$ cat src/rtl/imm_extend_pkg.sv
// Shared definitions for the MIPS immediate-extension pipeline:
// mode codes, opcode/funct constants and the mode classification helper.
package imm_extend_pkg;

    typedef enum logic [2:0] {
        MODE_NONE   = 3'd0,
        MODE_ZERO   = 3'd1,
        MODE_SIGN   = 3'd2,
        MODE_LUI    = 3'd3,
        MODE_SHAMT  = 3'd4,
        MODE_BRANCH = 3'd5,
        MODE_JUMP   = 3'd6
    } imm_mode_e;

    localparam logic [5:0] OP_SPECIAL = 6'h00;
    localparam logic [5:0] OP_REGIMM  = 6'h01;
    localparam logic [5:0] OP_J       = 6'h02;
    localparam logic [5:0] OP_JAL     = 6'h03;
    localparam logic [5:0] OP_BEQ     = 6'h04;
    localparam logic [5:0] OP_BNE     = 6'h05;
    localparam logic [5:0] OP_BLEZ    = 6'h06;
    localparam logic [5:0] OP_BGTZ    = 6'h07;
    localparam logic [5:0] OP_ANDI    = 6'h0C;
    localparam logic [5:0] OP_ORI     = 6'h0D;
    localparam logic [5:0] OP_XORI    = 6'h0E;
    localparam logic [5:0] OP_LUI     = 6'h0F;

    localparam logic [5:0] FN_SLL     = 6'h00;
    localparam logic [5:0] FN_SRL     = 6'h02;
    localparam logic [5:0] FN_SRA     = 6'h03;

    // Classify an instruction word into its immediate-extension mode.
    function automatic imm_mode_e decode_mode(input logic [31:0] ir);
        imm_mode_e mode;
        case (ir[31:26])
            OP_SPECIAL: begin
                case (ir[5:0])
                    FN_SLL, FN_SRL, FN_SRA: mode = MODE_SHAMT;
                    default:                mode = MODE_NONE;
                endcase
            end
            OP_ANDI, OP_ORI, OP_XORI:              mode = MODE_ZERO;
            OP_LUI:                                mode = MODE_LUI;
            OP_REGIMM, OP_BEQ, OP_BNE,
            OP_BLEZ, OP_BGTZ:                      mode = MODE_BRANCH;
            OP_J, OP_JAL:                          mode = MODE_JUMP;
            default:                               mode = MODE_SIGN;
        endcase
        return mode;
    endfunction

endpackage

$ cat src/rtl/imm_extend_pipe_decode.sv
// Combinational decode and extension of a MIPS instruction immediate.
// Module name imm_extend_decode; DATA_W must be at least 32.
module imm_extend_decode
    import imm_extend_pkg::*;
#(
    parameter int DATA_W   = 32,
    parameter int BR_SHIFT = 2
) (
    input  logic [31:0]       ir_i,
    output logic [DATA_W-1:0] imm_o,
    output imm_mode_e         mode_o
);

    logic [DATA_W-1:0] sign_ext_s;

    assign sign_ext_s = {{(DATA_W-16){ir_i[15]}}, ir_i[15:0]};

    // Select the extension rule for the decoded mode.
    always_comb begin
        mode_o = decode_mode(ir_i);
        imm_o  = '0;
        case (mode_o)
            MODE_ZERO:   imm_o = {{(DATA_W-16){1'b0}}, ir_i[15:0]};
            MODE_SIGN:   imm_o = sign_ext_s;
            // Shifting the 16-bit sign extension left by 16 equals
            // {imm,16'b0} sign-extended from bit 31 for any DATA_W >= 32.
            MODE_LUI:    imm_o = sign_ext_s << 5'd16;
            MODE_SHAMT:  imm_o = {{(DATA_W-5){1'b0}}, ir_i[10:6]};
            MODE_BRANCH: imm_o = sign_ext_s << BR_SHIFT;
            MODE_JUMP:   imm_o = {{(DATA_W-28){1'b0}}, ir_i[25:0], 2'b00};
            MODE_NONE:   imm_o = '0;
            default:     imm_o = '0;
        endcase
    end

endmodule

$ cat src/rtl/imm_extend_pipe.sv
// Handshaked immediate-extension stage: one output register, plus an
// optional skid entry enabled by the macro IMM_EXTEND_SKID_EN which makes
// in_ready a registered signal independent of out_ready.
module imm_extend_pipe
    import imm_extend_pkg::*;
#(
    parameter int DATA_W   = 32,
    parameter int BR_SHIFT = 2
) (
    input  logic              clk,
    input  logic              rst,
    input  logic              in_valid,
    output logic              in_ready,
    input  logic [31:0]       in_ir,
    input  logic              flush,
    output logic              out_valid,
    input  logic              out_ready,
    output logic [DATA_W-1:0] out_imm,
    output logic [2:0]        out_mode
);

    logic [DATA_W-1:0] dec_imm_s;
    imm_mode_e         dec_mode_s;
    logic              accept_s;

    logic              out_valid_q, out_valid_d;
    logic [DATA_W-1:0] out_imm_q,   out_imm_d;
    imm_mode_e         out_mode_q,  out_mode_d;

    imm_extend_decode #(
        .DATA_W   (DATA_W),
        .BR_SHIFT (BR_SHIFT)
    ) u_decode (
        .ir_i   (in_ir),
        .imm_o  (dec_imm_s),
        .mode_o (dec_mode_s)
    );

    assign accept_s  = in_valid && in_ready;
    assign out_valid = out_valid_q;
    assign out_imm   = out_imm_q;
    assign out_mode  = out_mode_q;

`ifdef IMM_EXTEND_SKID_EN
    logic              skid_valid_q, skid_valid_d;
    logic [DATA_W-1:0] skid_imm_q,   skid_imm_d;
    imm_mode_e         skid_mode_q,  skid_mode_d;
    logic              in_ready_q,   in_ready_d;

    // rst/flush gate the registered ready; out_ready never reaches it.
    assign in_ready = in_ready_q && !rst && !flush;

    // Next state for output and skid entries; skid drains first to keep order.
    always_comb begin
        out_valid_d  = out_valid_q;
        out_imm_d    = out_imm_q;
        out_mode_d   = out_mode_q;
        skid_valid_d = skid_valid_q;
        skid_imm_d   = skid_imm_q;
        skid_mode_d  = skid_mode_q;
        if (flush) begin
            out_valid_d  = 1'b0;
            skid_valid_d = 1'b0;
        end else if (!out_valid_q || out_ready) begin
            if (skid_valid_q) begin
                out_valid_d  = 1'b1;
                out_imm_d    = skid_imm_q;
                out_mode_d   = skid_mode_q;
                skid_valid_d = accept_s;
                skid_imm_d   = dec_imm_s;
                skid_mode_d  = dec_mode_s;
            end else if (accept_s) begin
                out_valid_d  = 1'b1;
                out_imm_d    = dec_imm_s;
                out_mode_d   = dec_mode_s;
            end else begin
                out_valid_d  = 1'b0;
            end
        end else if (accept_s) begin
            skid_valid_d = 1'b1;
            skid_imm_d   = dec_imm_s;
            skid_mode_d  = dec_mode_s;
        end else begin
            skid_valid_d = skid_valid_q;
        end
        in_ready_d = !skid_valid_d;
    end

    // Output, skid and ready registers with synchronous reset.
    always_ff @(posedge clk) begin
        if (rst) begin
            out_valid_q  <= 1'b0;
            out_imm_q    <= '0;
            out_mode_q   <= MODE_NONE;
            skid_valid_q <= 1'b0;
            skid_imm_q   <= '0;
            skid_mode_q  <= MODE_NONE;
            in_ready_q   <= 1'b1;
        end else begin
            out_valid_q  <= out_valid_d;
            out_imm_q    <= out_imm_d;
            out_mode_q   <= out_mode_d;
            skid_valid_q <= skid_valid_d;
            skid_imm_q   <= skid_imm_d;
            skid_mode_q  <= skid_mode_d;
            in_ready_q   <= in_ready_d;
        end
    end
`else
    // Ready whenever the single output register is empty or draining.
    assign in_ready = !rst && !flush && (!out_valid_q || out_ready);

    // Next state for the single output register.
    always_comb begin
        out_valid_d = out_valid_q;
        out_imm_d   = out_imm_q;
        out_mode_d  = out_mode_q;
        if (flush) begin
            out_valid_d = 1'b0;
        end else if (accept_s) begin
            out_valid_d = 1'b1;
            out_imm_d   = dec_imm_s;
            out_mode_d  = dec_mode_s;
        end else if (out_ready) begin
            out_valid_d = 1'b0;
        end else begin
            out_valid_d = out_valid_q;
        end
    end

    // Output register with synchronous reset.
    always_ff @(posedge clk) begin
        if (rst) begin
            out_valid_q <= 1'b0;
            out_imm_q   <= '0;
            out_mode_q  <= MODE_NONE;
        end else begin
            out_valid_q <= out_valid_d;
            out_imm_q   <= out_imm_d;
            out_mode_q  <= out_mode_d;
        end
    end
`endif

endmodule

$ cat config.mk
export PLATFORM = sky130hd
export DESIGN_NAME = imm_extend_pipe
export DESIGN_NICKNAME = d
export VERILOG_FILES = /design/src/rtl/imm_extend_pkg.sv /design/src/rtl/imm_extend_pipe_decode.sv /design/src/rtl/imm_extend_pipe.sv
export SDC_FILE = /design/constraint.sdc
export NUM_CORES = 1
export LEC_CHECK = 0
export ABC_AREA = 1
export CORE_MARGIN = 2
export CORE_UTILIZATION = 30
export CTS_CLUSTER_DIAMETER = 200
export DETAILED_ROUTE_END_ITERATION = 8
export PLACE_DENSITY_LB_ADDON = 0.15
export SLEW_MARGIN = 20
export SYNTH_ARGS = -nofsm -noshare
export SYNTH_HDL_FRONTEND = slang
export SYNTH_HIERARCHICAL = 1
export SYNTH_SLANG_ARGS = --single-unit
$ cat constraint.sdc
create_clock -name clk -period 2.6 [get_ports clk]
set_clock_uncertainty 0.05 [all_clocks]
set_input_delay 0.65 -clock clk [delete_from_list [all_inputs] [get_ports clk]]
set_output_delay 0.65 -clock clk [all_outputs]
set_load 0.01 [all_outputs]
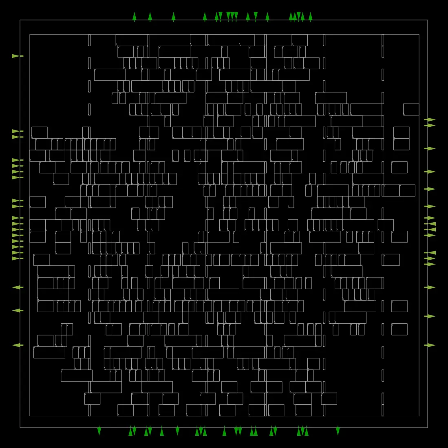
**Above:** cell outlines without signal wires.
Tap Count: 105
Filler cells: 913

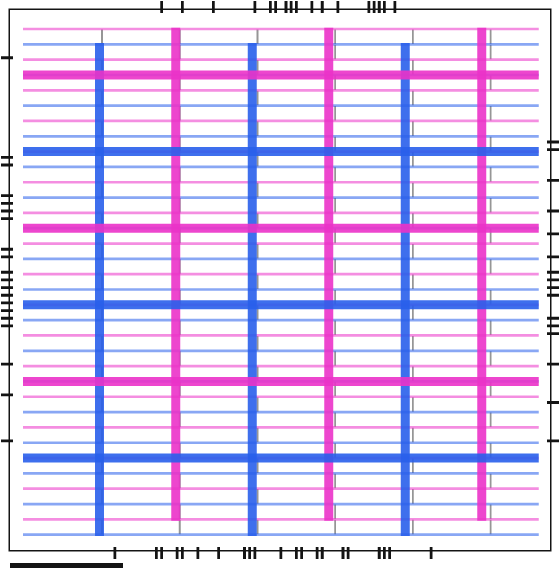
**Above:** supply network.
The bar under the picture is 20 um long. Pins as bars on the die edge. Tap cells in grey.
[VSS] blue
[VDD] magenta
rows: 33
met5 straps: 6
signal pins: 74
met1 rails: 34

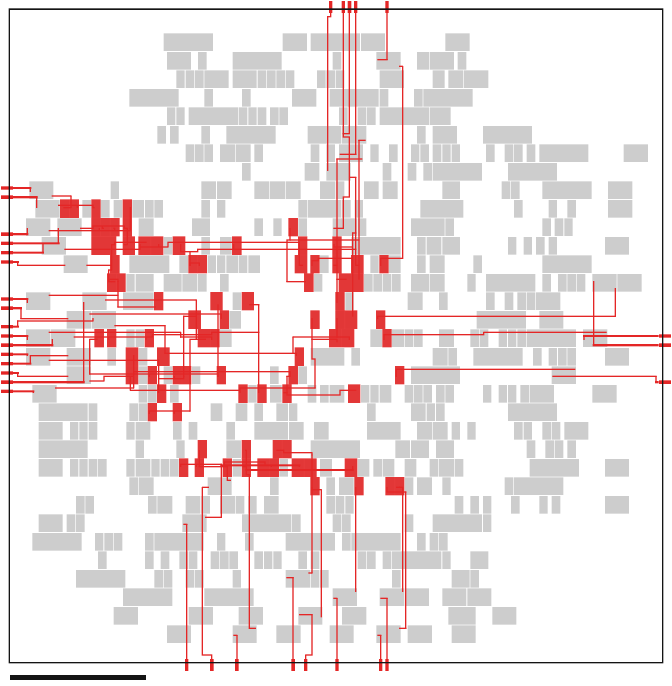
**Above:** I/O nets highlighted.
The bar under the picture is 20 um long.
[in_ir] red | bits: 32 | direction: input | edge: 16 left, 8 bottom, 5 top, 3 right | end cells: 82 | buffers: 32 | wire: 1290 um

==> run notes <==
fresh numbers from the pnr run: Worst Hold Class=reg2reg, number of max-cap violations=0, Syn Area/Cell=5.55 um2, Slew headroom=75.5%, Comb pwr share=26.2%, Ys Warns=6, gpl congestion=0.850, fin util=42.0%, pre-CTS WS=-0.148 ns, routed len/inst=10.5 um, number of global-route vias before repair=2441, fin crit period=2.44 ns, Critical-path top delay cell=clkdlybuf4s50_1, Pleak=1.78 nW, synth-to-layout area growth=36.5%, Fin Setup TNS=0 ns, Fmax=0.410 GHz, CTS tree=done, worst stage delay on the critical path=0.46 ns, largest net degree at the start of global routing=37, Detail Route Antenna Nets=0, final worst slack=0.158 ns, top cell type's share of synthesized area=28.5%, Buf/Inv on CP=3, input/output buffers=73, switching fraction of total power=29.4%, antenna diode count=0, Net Switching=0.000402 W, CTS HTree Levels=2, #FFs+latches synth=36, Hold Fails Final Rpt=0, tool warning count=26, maximum VDD drop=0.000187 V, drt initial violations=123, pin slew with the least headroom to its limit=0.367 ns, routed via count divided by cell count=4.23, synthesized area=2530 um2, WS Path Type=in2out, clock buffer depth=2, CP Capture Type=output port, antenna violations before repair=0, Crit path required time=1.90 ns, top cells, area=dfxtp_1 (28%), nand2_1 (21%), inv_1 (18%), clk sinks=36, Num CTS Buffers=5, worst-skew pair later-pin latency=0.29 ns, overflow left after global routing=0, ys cells=456, drt pass-1 iters=4, final slew viol count=0, post-layout power=0.00137 W, final WL=6630 um, RSZ-0062 raised after global routing=false, post-synthesis net count=493, Cell Pwr Density=396 nW/um2, crit path max fanout=2, number of setup buffers added after CTS=0, CTS Hold Buffers Added=0, clock network fraction of design power=30.3%, Final HPWL DP=5190 um, distinct cell type count after synthesis=23, Chip Area, Yosys=2530 um2, Internal Power=0.000966 W, Total GRT Usage=15.5%, Clk pin slew, worst setup/hold paths=0.07 ns, root buf cell=clkbuf_8, final setup violation count=0, fp_density=30.8%, post-layout period usage of the worst path=93.9%, chip height=95.9 um, critical path, cell by cell=clkdlybuf4s50_1 > nor2_4 > inv_1 > a21oi_1 > dlygate4sd2_1, largest area contributor in the netlist=dfxtp_1, I/O pin total=74, crit-path leading delay family=buffers and inverters, status=complete, no violations, nets=561, first-pass GRT wire length=11300 um, Startpoint Class=input port, via count=2667, Synth Seq Share=28.5%, sequential fraction of design power=43.4%, row count=33, Synth Instances=456, CORE AREA=8220 um2, die area=9190 um2, data arrival time of the worst path=1.74 ns, layout cell share with drive strength beyond 1=4.95%, DIE WIDTH=95.9 um, DRC errors left=0
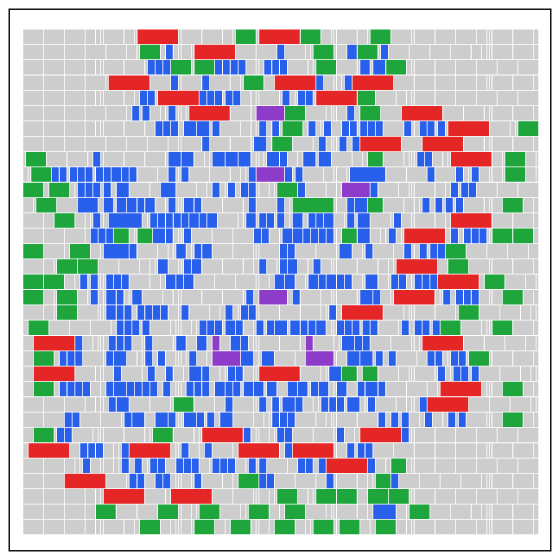
**Above:** placed cells, one colour a class.
Fill, decap, tap and diode cells in grey.
[clock drivers and dummy loads] purple | cells: 8 | share of their area: 2.7%
[remaining buffers and delay cells] green | cells: 83 | share of their area: 25%
[sequential cells] red | cells: 36 | share of their area: 22%
[combinational and other logic] blue | cells: 398 | share of their area: 51%

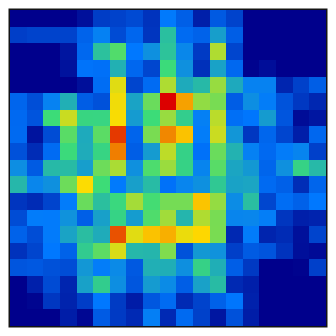
**Above:** wire density map.
The die is cut into 19 by 19 equal tiles; dark blue is low, red is high, scaled to the fullest tile. Values are wire area over tile area, all layers added.
mean over tiles: 0.11
emptiest ninth of the die: bottom right
fullest tile: 0.43
nearly empty tiles: 15%
densest ninth of the die: middle
tiles over half the peak: 15%

## final cells by class
class                      instances  area (um2)
inverter                         126         473
sequential                        36         721
multi-input combinational        272        1220
fill                             913        4760
timing repair buffer              83         817
tap                              105         131
clock buffer                       8        90.1
## power by group through the flow
| stage | sequential, W | clock, W | combinational (W) |
|---|---|---|---|
| detailed placement | 0.000607 | 0 | 0.000362 |
| global route | 0.000598 | 0.000459 | 0.000411 |
| floorplan | 0.000620 | 0 | 0.000185 |
| global placement | 0.000607 | 0 | 0.000360 |
| CTS | 0.000595 | 0.000434 | 0.000363 |
| finish | 0.000594 | 0.000415 | 0.000359 |
## metrics by stage
stage	hold slack, ns	std cells	cell area, um2
after CTS	0.460	630	3450
after global routing	0.491	630	3450
after floorplan	0.480	456	2530
after global placement	0.447	622	3370
final	0.458	630	3450
after detailed placement	0.446	622	3370
## worst min-delay path, stage by stage, from the launching register on
cell     delay [ns]
dfxtp_1        0.31
inv_1          0.04
nand2_1        0.04
inv_1          0.04
nor2_1         0.03
## what timing repair did
action,4_1_cts,5_1_grt
setup endpoints to repair,1,0
gates resized,1,0
hold endpoints to repair,0,0
## cells in the final DEF, fill, tap and decap left out
master / synthesis / routed
a21oi_1: 2 / 2
buf_12: 0 / 1
buf_4: 4 / 9
clkbuf_1: 6 / 2
clkbuf_8: 0 / 6
clkdlybuf4s50_1: 0 / 72
clkinv_1: 3 / 3
dfxtp_1: 36 / 36
dlygate4sd2_1: 0 / 1
inv_1: 121 / 121
inv_2: 2 / 2
nand2_1: 142 / 142
nand2_2: 3 / 3
nand3_1: 35 / 35
nand3_2: 1 / 1
nand3_4: 1 / 1
nand3b_1: 1 / 1
nand4_1: 35 / 35
nor2_1: 43 / 43
nor2_4: 1 / 1
nor3_4: 1 / 1
o211ai_2: 1 / 1
o21ai_0: 3 / 3
o21ai_1: 3 / 3
## per-layer routing
metal,vias up,wire [um],track usage [%]
met3,10,283,2.82
met2,57,2990,24.4
met5,-,0,0
met1,1122,3270,21.2
met4,0,81,5.71
li1,1478,-,-
## synth_stat cells (all sizes together)
| cell | n |
|---|---|
| nand2 | 145 |
| inv | 123 |
| nor2 | 44 |
| nand3 | 37 |
| dfxtp | 36 |
| nand4 | 35 |
| buf | 16 |
| clkbuf | 6 |
| o21ai | 6 |
| clkinv | 3 |
| a21oi | 2 |
| nand3b | 1 |
| nor3 | 1 |
| o211ai | 1 |
## final timing paths
path	from	endpoint	slack (ns)	cells after the start
worst min register to register	out_imm[29]$_SDFFE_PP0P_	out_imm[29]$_SDFFE_PP0P_	0.46	4
worst max-delay path	rst	in_ready	0.16	5
worst min-delay path	out_imm[29]$_SDFFE_PP0P_	out_imm[29]$_SDFFE_PP0P_	0.46	4
worst max register to register	out_valid$_SDFFE_PP0P_	out_imm[10]$_SDFFE_PP0P_	1.29	6
## flip-flops by register name (all words and copies together), names as in the netlist
name,cells
out_valid,1
out_imm,32
out_mode,3
## cells by family (layout without fill, tap and decap cells)
logic type / count (synthesis) / count (layout) / synth area share [%]
compound gates: 9 / 9 / 2.08
flops: 36 / 36 / 28.5
buf+inv: 148 / 217 / 23.2
simple gates: 263 / 263 / 46.2
Power is estimated from default activity; no workload was simulated.
